**config.mk**
```make
export PLATFORM = sky130hd
export DESIGN_NAME = load_store_unit
export DESIGN_NICKNAME = d
export VERILOG_FILES = /design/src/rtl/load_store_unit.sv
export SDC_FILE = /design/constraint.sdc
export NUM_CORES = 1
export LEC_CHECK = 0
export CAP_MARGIN = 20
export CORE_ASPECT_RATIO = 0.7
export CORE_MARGIN = 2
export CORE_UTILIZATION = 44
export DETAILED_ROUTE_END_ITERATION = 8
export PLACE_DENSITY = 0.77
export REMOVE_ABC_BUFFERS = 1
export SETUP_SLACK_MARGIN = 0.2
export SLEW_MARGIN = 40
export SYNTH_ARGS = -nofsm -noshare
export SYNTH_HDL_FRONTEND = slang
export SYNTH_SLANG_ARGS = --single-unit
```
**constraint.sdc**
```tcl
create_clock -name clk -period 2.7 [get_ports clk]
set_input_delay 0.81 -clock clk [delete_from_list [all_inputs] [get_ports clk]]
set_output_delay 0.81 -clock clk [all_outputs]
set_load 0.01 [all_outputs]
```
**src/rtl/load_store_unit.sv**
```systemverilog
// Load/store unit: one request at a time; SB/SH handled as read-modify-write of a full word.
// Latency (2-cycle memory handshake): load/SW 4, SB/SH 7, error 1 cycle from acceptance to rsp_valid.
// Backpressure: req_ready only in S_IDLE; memory stalls bounded by WAIT_LIMIT, then abort with rsp_err.
// Ports: clk/rst (sync, active-high); req_* request in, rsp_* one-cycle response out;
//        mem_* word-aligned request to memory_system, mem_ready/mem_data_out completion back.
module load_store_unit #(
  parameter int unsigned WAIT_LIMIT = 255
) (
  input  logic        clk,
  input  logic        rst,
  input  logic        req_valid,
  output logic        req_ready,
  input  logic        req_store,
  input  logic [2:0]  req_funct3,
  input  logic [31:0] req_addr,
  input  logic [31:0] req_wdata,
  output logic        rsp_valid,
  output logic [31:0] rsp_rdata,
  output logic        rsp_err,
  output logic [31:0] mem_addr,
  output logic [31:0] mem_data_in,
  output logic [3:0]  mem_write_en,
  output logic        mem_read_en,
  input  logic [31:0] mem_data_out,
  input  logic        mem_ready
);

  // Counter holds 0..WAIT_LIMIT-1; reaching the top value without mem_ready aborts.
  localparam int unsigned WW = (WAIT_LIMIT < 2) ? 1 : $clog2(WAIT_LIMIT);
  localparam logic [WW-1:0] WAIT_TOP = WW'(WAIT_LIMIT - 1);

  typedef enum logic [2:0] {S_IDLE, S_LOAD, S_RMW_RD, S_STORE, S_RESP} state_e;

  state_e        state_q, state_d;
  logic [WW-1:0] wait_q, wait_d;
  logic [2:0]    f3_q, f3_d;
  logic [1:0]    off_q, off_d;
  logic [31:0]   wdata_q, wdata_d;
  logic [31:0]   res_q, res_d;
  logic          err_q, err_d;
  logic [31:0]   mem_addr_q, mem_addr_d;
  logic [31:0]   mem_data_in_q, mem_data_in_d;
  logic [3:0]    mem_we_q, mem_we_d;
  logic          mem_re_q, mem_re_d;
  logic          rsp_valid_q, rsp_valid_d;
  logic [31:0]   rsp_rdata_q, rsp_rdata_d;
  logic          rsp_err_q, rsp_err_d;

  logic          req_err;
  logic [7:0]    ld_byte;
  logic [15:0]   ld_half;
  logic [31:0]   ld_val;
  logic [31:0]   merged;
  logic          timed_out;

  // Request checks on the incoming (unlatched) request.
  always_comb begin
    req_err = 1'b0;
    if (req_store) begin
      if (req_funct3[2] || req_funct3 == 3'b011) req_err = 1'b1;
    end else begin
      if (req_funct3 == 3'b011 || req_funct3 == 3'b110 || req_funct3 == 3'b111) req_err = 1'b1;
    end
    if (req_funct3[1:0] == 2'b01 && req_addr[0]) req_err = 1'b1;
    if (req_funct3[1:0] == 2'b10 && req_addr[1:0] != 2'b00) req_err = 1'b1;
  end

  // Lane extraction and store merge both work on the word currently returned by memory.
  always_comb begin
    ld_byte = mem_data_out[{off_q, 3'b000} +: 8];
    ld_half = off_q[1] ? mem_data_out[31:16] : mem_data_out[15:0];
    case (f3_q[1:0])
      2'b00:   ld_val = {{24{ld_byte[7] & ~f3_q[2]}}, ld_byte};
      2'b01:   ld_val = {{16{ld_half[15] & ~f3_q[2]}}, ld_half};
      default: ld_val = mem_data_out;
    endcase
    merged = mem_data_out;
    if (f3_q[1:0] == 2'b00) merged[{off_q, 3'b000} +: 8] = wdata_q[7:0];
    else                    merged[{off_q[1], 4'b0000} +: 16] = wdata_q[15:0];
  end

  assign timed_out = (wait_q == WAIT_TOP);

  always_comb begin
    state_d       = state_q;
    wait_d        = wait_q;
    f3_d          = f3_q;
    off_d         = off_q;
    wdata_d       = wdata_q;
    res_d         = res_q;
    err_d         = err_q;
    mem_addr_d    = mem_addr_q;
    mem_data_in_d = mem_data_in_q;
    mem_we_d      = mem_we_q;
    mem_re_d      = mem_re_q;
    rsp_valid_d   = 1'b0;
    rsp_rdata_d   = 32'h0;
    rsp_err_d     = 1'b0;

    case (state_q)
      S_IDLE: begin
        if (req_valid) begin
          f3_d    = req_funct3;
          off_d   = req_addr[1:0];
          wdata_d = req_wdata;
          res_d   = 32'h0;
          err_d   = req_err;
          wait_d  = '0;
          if (req_err) begin
            state_d = S_RESP;
          end else begin
            mem_addr_d = {req_addr[31:2], 2'b00};
            if (!req_store) begin
              mem_re_d = 1'b1;
              state_d  = S_LOAD;
            end else if (req_funct3 == 3'b010) begin
              mem_we_d      = 4'hF;
              mem_data_in_d = req_wdata;
              state_d       = S_STORE;
            end else begin
              mem_re_d = 1'b1;
              state_d  = S_RMW_RD;
            end
          end
        end
      end
      S_LOAD, S_RMW_RD, S_STORE: begin
        if (mem_ready) begin
          mem_re_d = 1'b0;
          if (state_q == S_RMW_RD) begin
            // Read done: switch straight to the full-word write of the merged data.
            mem_we_d      = 4'hF;
            mem_data_in_d = merged;
            wait_d        = '0;
            state_d       = S_STORE;
          end else begin
            if (state_q == S_LOAD) res_d = ld_val;
            mem_we_d      = 4'h0;
            mem_addr_d    = 32'h0;
            mem_data_in_d = 32'h0;
            state_d       = S_RESP;
          end
        end else if (timed_out) begin
          mem_re_d      = 1'b0;
          mem_we_d      = 4'h0;
          mem_addr_d    = 32'h0;
          mem_data_in_d = 32'h0;
          err_d         = 1'b1;
          state_d       = S_RESP;
        end else begin
          wait_d = wait_q + 1'b1;
        end
      end
      S_RESP: begin
        rsp_valid_d = 1'b1;
        rsp_err_d   = err_q;
        rsp_rdata_d = err_q ? 32'h0 : res_q;
        state_d     = S_IDLE;
      end
      default: state_d = S_IDLE;
    endcase
  end

  always_ff @(posedge clk) begin
    if (rst) begin
      state_q       <= S_IDLE;
      wait_q        <= '0;
      f3_q          <= 3'b000;
      off_q         <= 2'b00;
      wdata_q       <= 32'h0;
      res_q         <= 32'h0;
      err_q         <= 1'b0;
      mem_addr_q    <= 32'h0;
      mem_data_in_q <= 32'h0;
      mem_we_q      <= 4'h0;
      mem_re_q      <= 1'b0;
      rsp_valid_q   <= 1'b0;
      rsp_rdata_q   <= 32'h0;
      rsp_err_q     <= 1'b0;
    end else begin
      state_q       <= state_d;
      wait_q        <= wait_d;
      f3_q          <= f3_d;
      off_q         <= off_d;
      wdata_q       <= wdata_d;
      res_q         <= res_d;
      err_q         <= err_d;
      mem_addr_q    <= mem_addr_d;
      mem_data_in_q <= mem_data_in_d;
      mem_we_q      <= mem_we_d;
      mem_re_q      <= mem_re_d;
      rsp_valid_q   <= rsp_valid_d;
      rsp_rdata_q   <= rsp_rdata_d;
      rsp_err_q     <= rsp_err_d;
    end
  end

  assign req_ready    = (state_q == S_IDLE);
  assign rsp_valid    = rsp_valid_q;
  assign rsp_rdata    = rsp_rdata_q;
  assign rsp_err      = rsp_err_q;
  assign mem_addr     = mem_addr_q;
  assign mem_data_in  = mem_data_in_q;
  assign mem_write_en = mem_we_q;
  assign mem_read_en  = mem_re_q;

endmodule

```
==> out/results.md, run 1 <==
| Group | Item | This run |
| --- | --- | --- |
| power | Power share of the combinational group | 0.200 |
| power | Total Power Consumption | 6630 uW |
| synthesis | Post-synthesis cell area | 7770 sq um |
| sta | RSZ-0062 raised after global routing | no |
| synthesis | Leading register cell type out of synthesis | sky130_fd_sc_hd__dfxtp_1 |
| place | Routability Congestion | 0.884 |
| layout | Layout overhead on the synthesized area | 39.6% |
| cts | Clock transition at the registers of the reported paths | 60 ps |
| power | Sequential Power Share | 0.390 |
| critical path | CP cell instances | nor3_4 > clkdlybuf4s50_1 |
| layout | Non-filler instance count after layout | 1306 |
| layout | Cell area after layout | 10800 sq um |
| power | Power density over the cells | 612 nW/um^2 |
| critical path | Data required time of the critical path | 1890 ps |
| critical path | Kind of start point of the critical path | register |
| critical path | Critical path endpoint category | output port |
| layout | Sequential standard cell area | 3270 sq um |
| place | IO Port Bufs | 205 |
| place | Placed cells | 1273 |
| sta | Setup TNS Final | 0 ps |
| critical path | Max stage delay on crit path | 580 ps |
| run | Maxcap violations | 0 |
| layout | Final Net Count | 1175 |
| routing | Ratio of routed vias to standard cells | 5.73 |
| cts | Clock buffer count from CTS | 17 |
| synthesis | Asr flop ratio synth | 0 |
| synthesis | Post-synthesis cell count from yosys | 876 |
| synthesis | Count of distinct cell types in the synthesized netlist | 60 |
| synthesis | Area share of and-or/or-and cells after synthesis | 0.265 |
| grt | Met2 usage in global routing | 0.382 |
| grt | Grt met3 use | 0.0581 |
| synthesis | Count of library flops with an enable pin | 0 |
| synthesis | Mean Syn Cell Area | 8.87 sq um |
| power | Sequential cell power | 2590 uW |
| cts | Resize count post-CTS | 2 |
| status | Result of the run | finished, final reports clean |
| power | Comb pwr | 1320 uW |
| grt | Maximum number of pins on one net before global-route repair | 75 |
| cts | Root buffer cell | sky130_fd_sc_hd__clkbuf_16 |
| sta | Post-layout period usage | 0.897 |
| power | Switching power total | 1730 uW |
| critical path | Data arrival at the endpoint of the critical path | 1610 ps |
| routing | Length of routed met3 wiring | 2.04 mm |
| synthesis | Yosys warning tally | 0 |
| grt | Gr busiest metal | met2 |
| floorplanning | Vertical extent of the die | 115 um |
| routing | Per-cell routed wire length | 18.2 um |
| floorplanning | Die span in x | 163 um |
| place | Post-Place Cell Area | 10100 sq um |
| layout | Fraction of layout instances using a drive strength above 1 | 0.108 |
| routing | Top layer used by detailed routing | met4 |
| layout | Number of diodes | 0 |
| cts | CTS H-tree lvls | 4 |
| cts | Quantity of hold-fixing buffers added after cts | 0 |
| power | Leakage power of the design | 0.00383 uW |
| critical path | Worst reg2reg path startpoint | off_q[1] |
| power | Power consumed by the clock network | 2720 uW |
| routing | Post-Route M1 WL | 10.7 mm |
| power | Peak supply drop | 365 uV |
| synthesis | Multiplexer share | 0.0684 |
| critical path | Setup slack of the most critical reg-to-reg path | 440 ps |
| floorplanning | Die area | 18800 sq um |
| routing | Count of antenna-violating nets left after detailed routing | 0 |
| critical path | End of the critical path | req_ready |
| sta | Least-Margin Pin Slew | 685 ps |
| run | Total number of warnings across the stage logs | 30 |
| sta | Fin crit period | 2420 ps |
| sta | Setup-failing EPs final | 0 |
| floorplanning | Row Count | 40 |
| min path | Count of cells along the worst hold path | 2 |
| critical path | Endpoint of the worst-slack reg-to-reg timing path | mem_data_in[20] |
| synthesis | Seq/Total Area, Yosys | 0.420 |
| place | HPWL reported at the end of detailed placement | 16.3 mm |
| sta | Setup slack after layout | 278 ps |
| layout | MI comb area | 4070 sq um |
| sta | WHS | 449 ps |
| min path | Startpoint of the tightest hold check path | mem_addr[14] |
| routing | Total length of routed met2 wires | 10.6 mm |
| sta | Final count of pins violating max slew | 0 |
| min path | Hold path endpoint | mem_addr[14] |
| synthesis | Dominant non-sequential cell family after synthesis | AND-OR/OR-AND gates |
| routing | Detailed router's first-iteration violation count | 704 |
==> run 1: area by class of cell <==
class                           count  area share
Sequential cell                   163       0.301
Tap cell                          231      0.0267
Inverter                           17     0.00589
Timing Repair Buffer              253       0.230
Clock inverter                     11      0.0192
Multi-Input combinational cell    612       0.375
Clock buffer                       19      0.0418
==> run 1: cell usage in the layout (no fill, tap or decap), drive strengths merged, types with 8 or more instances in the layout <==
master         instances
a211oi                39
a21oi                108
a221oi                40
a22o                  16
a22oi                 33
a32o                   9
and2                  34
buf                   48
clkbuf                20
clkdlybuf4s50        202
dfxtp                163
inv                   17
mux2i                 34
mux4                   8
nand2                 92
nand2b                33
nand3                 33
nor2                  53
o21ai                 21
==> run 1: registers in the layout (all words and copies together) (netlist names) <==
name,flops
err_q,1
rsp_valid,1
res_q,32
rsp_err,1
off_q,2
wait_q,8
mem_write_en,1
mem_data_in,32
rsp_rdata,32
mem_addr,30
wdata_q,16
mem_read_en,1
f3_q,3
state_q,3
==> run 1: synth_stat cells (all sizes together), types with 2 or more instances <==
master,number,area [sq um]
o22ai,7,43.8
and2,34,213
a41oi,2,17.5
inv,17,63.8
a311oi,5,43.8
nand2,92,345
ha,7,87.6
nand3,33,190
nand2b,33,206
a22oi,33,248
nor2,53,201
mux4,8,180
clkbuf,38,153
buf,46,279
a2111oi,2,36.3
and3,3,18.8
a221oi,40,357
a31oi,2,12.5
dfxtp,163,3260
a21oi,108,556
nor3,5,36.3
nor3b,2,15.0
a32o,9,90.1
mux2i,34,340
a21o,2,15.0
o21bai,2,18.8
a211oi,39,305
a22o,16,140
o21ai,21,109
nor4bb,3,30.0
==> run 1: worst max-delay path: cells and delay by family, from the launching register on <==
family	cells	cell delay [ps]
buffers and inverters	1	580
DFF	1	430
and+or+nand+nor	1	180
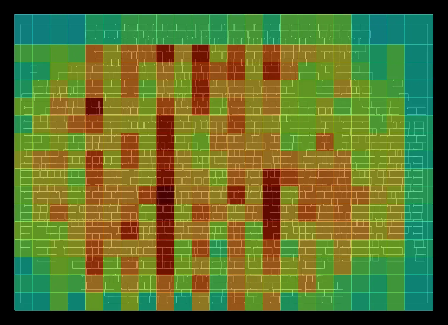
run_1/final_congestion.png
met1 usage in global routing: 0.352
overall track demand over capacity in global routing: 0.250

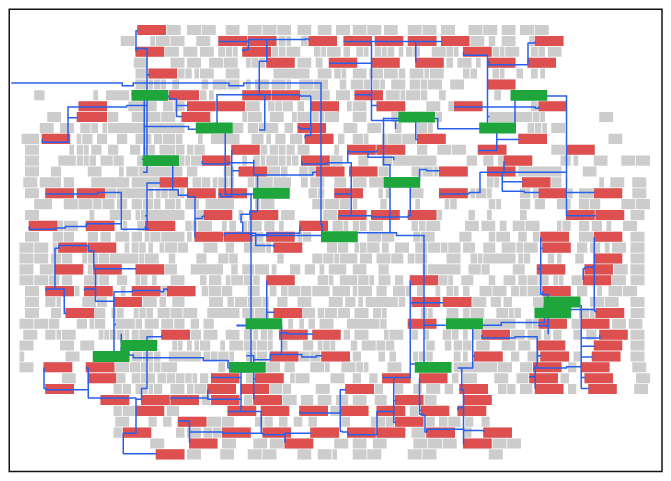
run_1/clock_map.png
Drawn at 4 px/um.
[red] flip-flops | count: 163
[green] cells driving clock nets | count: 17
[blue] clock wires | length: 1930 um
routed clock nets	18
flops lie	all over the die
Clock power frac: 0.410
Worst Skew: 8.46 ps
clk ins delay skew pair: 430 ps

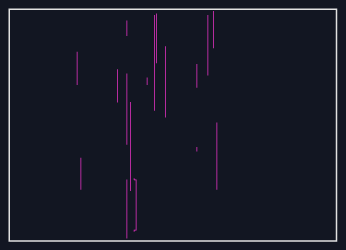
run_1/met4.png
Drawn at 2 px/um.
share of all routed wire	1.7%
nets with wire on the layer	13
longest straight run	47.6 um
main direction	vertical
aggregate routed wire length: 23.8 mm
via total after detailed routing: 7479

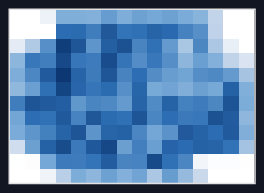
run_1/density.png
Drawn at 1.5 px/um. The die is cut into 16 by 12 equal tiles; white is low, dark blue is high, 0 to 100% covered.
nearly empty tiles	10%
tiles over 75% full	28%
fullest tile	97%
mean over tiles	56%
Core Box Area: 17200 sq um
starting utilization of the core area: 0.451
core utilization of the finished layout: 0.630

==> run 2, diff against run 1 <==
--- a/config.mk
+++ b/config.mk
@@ -10,6 +10,7 @@
 export CORE_MARGIN = 2
 export CORE_UTILIZATION = 44
 export DETAILED_ROUTE_END_ITERATION = 8
+export GPL_TIMING_DRIVEN = 0
 export PLACE_DENSITY = 0.77
 export REMOVE_ABC_BUFFERS = 1
 export SETUP_SLACK_MARGIN = 0.2
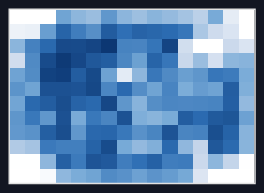
run_2/density.png
Drawn at 1.5 px/um. The die is cut into 16 by 12 equal tiles; white is low, dark blue is high, 0 to 100% covered.
nearly empty tiles	7.8%
mean over tiles	56%
fullest tile	97%
tiles over 75% full	29%
core utilization of the finished layout: 0.631

==> run 2 against run 1 <==
Net effect: maximum frequency is 1.6% higher; clock-buffer cell count increased by 5; via count grew 0.52%; wire length grew 2.8%; synthesized cell count is the same; register-to-register slack lost 60 ps; global-route usage rose by 0.14 points; worst hold slack improved by 1.0 ps; final area up 0.16%; worst setup slack gained 38 ps; combinational power barely moved; largest cell class unchanged; largest power group is now registers.
==> out/results.md, run 2 <==
| Group | Item | This run | Delta |
| --- | --- | --- | --- |
| floorplanning | Vertical extent of the die | 115 um | unchanged |
| cts | Clock transition at the registers of the reported paths | 60 ps | about the same |
| run | Total number of warnings across the stage logs | 31 | was 30 |
| sta | Worst Skew | 8.31 ps | was 8.46 ps |
| critical path | Worst reg2reg path startpoint | off_q[1] | unchanged |
| synthesis | Seq/Total Area, Yosys | 0.420 | unchanged |
| place | Post-Place Cell Area | 10000 sq um | was 10100 sq um |
| sta | Final count of pins violating max slew | 0 | unchanged |
| floorplanning | Starting utilization of the core area | 0.451 | unchanged |
| layout | Most common cell after layout, fill and taps aside | sky130_fd_sc_hd__clkdlybuf4s50_1 | unchanged |
| layout | Final Net Count | 1175 | unchanged |
| synthesis | Post-synthesis cell area | 7770 sq um | unchanged |
| synthesis | Cell taking the most area after synthesis | sky130_fd_sc_hd__dfxtp_1 | unchanged |
| cts | Clk ins delay skew pair | 430 ps | about the same |
| layout | Fraction of layout instances using a drive strength above 1 | 0.117 | was 0.108 |
| layout | Non-filler instance count after layout | 1309 | was 1306 |
| layout | Cell area after layout | 10900 sq um | was 10800 sq um |
| power | Leakage power of the design | 0.00380 uW | was 0.00383 uW |
| floorplanning | Die span in x | 163 um | unchanged |
| synthesis | Yosys warning tally | 0 | unchanged |
| layout | MI comb area | 4150 sq um | was 4070 sq um |
| grt | Maximum number of pins on one net before global-route repair | 73 | was 75 |
| routing | Via total after detailed routing | 7518 | was 7479 |
| power | Peak supply drop | 324 uV | was 365 uV |
| sta | RSZ-0062 raised after global routing | no | unchanged |
| cts | Root buffer cell | sky130_fd_sc_hd__clkbuf_16 | unchanged |
| status | Result of the run | finished, final reports clean | unchanged |
| min path | Startpoint of the tightest hold check path | res_q[5] | was mem_addr[14] |
| critical path | Max stage delay on crit path | 390 ps | was 580 ps |
| layout | Layout overhead on the synthesized area | 39.8% | was 39.6% |
| cts | Quantity of hold-fixing buffers added after cts | 0 | unchanged |
| synthesis | Portion of synthesized cell area occupied by the leading cell type | 0.420 | unchanged |
| floorplanning | Die area | 18800 sq um | unchanged |
| routing | Per-cell routed wire length | 18.7 um | was 18.2 um |
| synthesis | Count of distinct cell types in the synthesized netlist | 60 | unchanged |
| sta | Setup slack after layout | 316 ps | was 278 ps |
| sta | Setup TNS Final | 0 ps | unchanged |
| grt | Overall track demand over capacity in global routing | 0.251 | was 0.250 |
| synthesis | Post-synthesis cell count from yosys | 876 | unchanged |
| sta | Setup-failing EPs final | 0 | unchanged |
| run | Maxcap violations | 0 | unchanged |
| place | IO Port Bufs | 205 | unchanged |
| critical path | Data arrival at the endpoint of the critical path | 2750 ps | was 1610 ps |
| min path | Count of cells along the worst hold path | 2 | unchanged |
| synthesis | Count of library flops with an enable pin | 0 | unchanged |
| critical path | Data required time of the critical path | 3060 ps | was 1890 ps |
| floorplanning | Row Count | 40 | unchanged |
## run 2: path summary, 6_finish.rpt
kind / to / slack (ps)
setup / recovery: mem_addr[24] / 320
hold reg to reg: res_q[5] / 450
setup reg to reg: mem_data_in[20] / 380
hold / removal: res_q[5] / 450
## run 2: power by group through the flow
stage	clock (uW)	combinational, uW	sequential, uW
5_1_grt	2350	1420	2630
6_report	2220	1320	2610
4_1_cts	2250	1250	2620
2_1_floorplan	0	573	2700
3_5_place_dp	0	1220	2670
3_3_place_gp	0	1130	2690
## run 2: area by class of cell
class	count	area share
Timing Repair Buffer	251	0.234
Clock buffer	24	0.0444
Inverter	17	0.00588
Antenna cell	1	0.000230
Sequential cell	163	0.302
Tap cell	231	0.0266
Multi-Input combinational cell	614	0.382
Clock inverter	8	0.00495
## run 2: what timing repair did
item	in CTS	in global routing
pin swaps	10	5
endpoints found under the setup margin	79	84
endpoints found under the hold margin	0	0
resized	15	8
cloned	0	2
setup buffers	15	14
## run 2: worst max-delay path: cells and delay by family
| kind | cells | cell delay [ps] |
|---|---|---|
| compound gates | 4 | 1060 |
| buf+inv | 4 | 780 |
| simple gates | 1 | 100 |
## run 2: metal layers
| metal | vias to the layer above | routed length (um) | global-route usage |
|---|---|---|---|
| li1 | 3590 | - | - |
| met1 | 3531 | 11000 | 0.354 |
| met2 | 357 | 10800 | 0.374 |
| met3 | 40 | 2190 | 0.0649 |
| met4 | 0 | 549 | 0.0879 |
| met5 | - | 0 | 0 |
## run 2: logic make-up (layout without fill, tap and decap cells)
group,count (synthesis),after routing,synth area share
multiplexers,43,43,0.0684
buffers and inverters,102,300,0.0649
other,1,3,0.000483
adder cells (fa/ha/maj),7,7,0.0113
AND/OR/NAND/NOR,266,267,0.170
flip-flops,163,163,0.420
AND-OR/OR-AND,294,295,0.265
==> run 3, diff against run 2 <==
--- a/config.mk
+++ b/config.mk
@@ -5,9 +5,8 @@
 export SDC_FILE = /design/constraint.sdc
 export NUM_CORES = 1
 export LEC_CHECK = 0
-export CAP_MARGIN = 20
 export CORE_ASPECT_RATIO = 0.7
-export CORE_MARGIN = 2
+export CORE_MARGIN = 4
 export CORE_UTILIZATION = 44
 export DETAILED_ROUTE_END_ITERATION = 8
 export GPL_TIMING_DRIVEN = 0
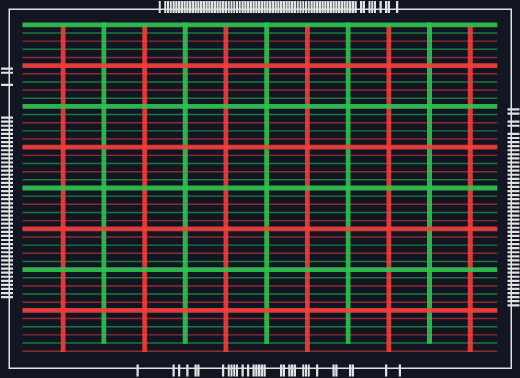
run_3/pdn.png
Drawn at 3 px/um. Pins as bars on the die edge.
color	net
red	VSS
green	VDD
signal pins	208
met5 straps	8
met4 straps	11
rows	40
vertical extent of the die: 119 um
die span in x: 167 um
peak supply drop: 361 uV

==> run 3 against run 2 <==
Net effect: the run now ends with DRC left; synthesized cell count unchanged; register-to-register slack worse by 80 ps; total power rose by 3.8%; die size grew 6.0%; critical path depth shrank 1; flip-flop count unchanged; wire length rose by 4.7%; via count increased by 0.80%; combinational power about the same; final area rose by 0.53%; clock skew is 1.4 ps higher; highest routed layer is now met5.
==> out/results.md, run 3 <==
| Group | Item | This run | Delta |
| --- | --- | --- | --- |
| status | Result of the run | finished, violations left | was finished, final reports clean |
| status | Failing checks | DRC |  |
| synthesis | Yosys warning tally | 0 | unchanged |
| synthesis | Post-synthesis cell area | 7770 sq um | unchanged |
| cts | Clock transition at the registers of the reported paths | 60 ps | about the same |
| sta | Worst Skew | 9.69 ps | was 8.31 ps |
| cts | CTS H-tree lvls | 4 | unchanged |
| synthesis | Area share of and-or/or-and cells after synthesis | 0.265 | unchanged |
| layout | Number of diodes | 0 | was 1 |
| critical path | Critical path endpoint category | register | unchanged |
| sta | Final count of pins violating max slew | 0 | unchanged |
| synthesis | Post-synthesis share of cell area spent on xor and xnor gates | 0 | unchanged |
| cts | Clock buffer count from CTS | 17 | unchanged |
| place | Placed cells | 1244 | was 1245 |
| power | Sequential Power Share | 0.409 | was 0.425 |
| critical path | Data arrival at the endpoint of the critical path | 2830 ps | was 2750 ps |
| routing | Post-Route M1 WL | 11.3 mm | was 11.0 mm |
| synthesis | FA/HA/MAJ Cells, Area Fraction | 0.0113 | unchanged |
| min path | Count of cells along the worst hold path | 2 | unchanged |
| sta | Fin crit period | 2490 ps | was 2380 ps |
| cts | Clk ins delay skew pair | 420 ps | was 430 ps |
| power | Power share of the combinational group | 0.209 | was 0.214 |
| routing | Length of routed met3 wiring | 2.42 mm | was 2.19 mm |
| routing | Aggregate routed wire length | 25.6 mm | was 24.5 mm |
| power | Clock power frac | 0.382 | was 0.360 |
| layout | Most common cell after layout, fill and taps aside | sky130_fd_sc_hd__clkdlybuf4s50_1 | unchanged |
| synthesis | Seq/Total Area, Yosys | 0.420 | unchanged |
| grt | Met1 usage in global routing | 0.346 | was 0.354 |
| synthesis | Count of library flops with an enable pin | 0 | unchanged |
| routing | DRC violation count after routing | 1 | was 0 |
| routing | Via total after detailed routing | 7578 | was 7518 |
| routing | Per-cell routed wire length | 19.7 um | was 18.7 um |
| critical path | Setup slack of the most critical reg-to-reg path | 300 ps | was 380 ps |
| layout | Non-filler instance count after layout | 1300 | was 1309 |
| synthesis | Portion of synthesized cell area occupied by the leading cell type | 0.420 | unchanged |
| layout | Layout overhead on the synthesized area | 40.5% | was 39.8% |
| floorplanning | Row Count | 40 | unchanged |
| synthesis | Most popular library cell in the synthesized design by count | sky130_fd_sc_hd__dfxtp_1 | unchanged |
| synthesis | Post-synthesis cell count from yosys | 876 | unchanged |
| synthesis | Top post-synthesis cells by count | sky130_fd_sc_hd__dfxtp_1, sky130_fd_sc_hd__a21oi_1, sky130_fd_sc_hd__nand2_1 | unchanged |
| run | Maxcap violations | 0 | unchanged |
| layout | Commonest cells after routing, fill and taps aside | sky130_fd_sc_hd__clkdlybuf4s50_1, sky130_fd_sc_hd__dfxtp_1, sky130_fd_sc_hd__a21oi_1 | unchanged |
| synthesis | Mean Syn Cell Area | 8.87 sq um | unchanged |
-- run 3: cell counts after synthesis --
No cell type changed its count.
-- run 3: area by class of cell --
type                       count  area [sq um]  area share
clock buffer                  21           450      0.0413
clock inverter                 9           133      0.0121
inverter                      17          63.8     0.00585
multi-input combinational    615          4190       0.384
sequential                   163          3280       0.300
tap                          231           289      0.0265
timing repair buffer         244          2520       0.230
-- run 3: through the flow --
stage                     worst slack, ps  power [uW]   util  hold WS (ps)  setup TNS (ps)
final                                 210        6380  0.634           448               0
after global routing                  195        6640  0.634           470               0
after CTS                             182        6380  0.629           451               0
after detailed placement             -901        3890  0.582           442          -52710
after global placement              -5860        3820  0.562           438         -640510
after floorplan                     -1930        3270      -           421         -122330
-- run 3: power by group through the flow --
stage	Combinational [uW]	Clock [uW]	Sequential, uW
2_1_floorplan	573	0	2700
3_3_place_gp	1130	0	2690
3_5_place_dp	1220	0	2670
4_1_cts	1290	2470	2610
5_1_grt	1440	2580	2620
6_report	1340	2440	2610
-- run 3: repair_timing --
| action | in CTS | in global routing |
|---|---|---|
| gates cloned | 4 | 0 |
| setup buffers | 15 | 7 |
| pin swaps | 12 | 5 |
| resized | 20 | 6 |
| setup endpoints to repair | 82 | 55 |
| hold buffers | 0 | 0 |
-- run 3: worst max-delay path: stages --
cell                            delay, ps
sky130_fd_sc_hd__dlygate4sd2_1        360
sky130_fd_sc_hd__nor4_4               400
sky130_fd_sc_hd__o21ai_4              170
sky130_fd_sc_hd__a2111oi_4            430
sky130_fd_sc_hd__buf_6                190
sky130_fd_sc_hd__buf_4                180
sky130_fd_sc_hd__nand3_1              100
sky130_fd_sc_hd__a21oi_1              180
Power figures rest on the tool's default switching activity, not on a simulated workload.
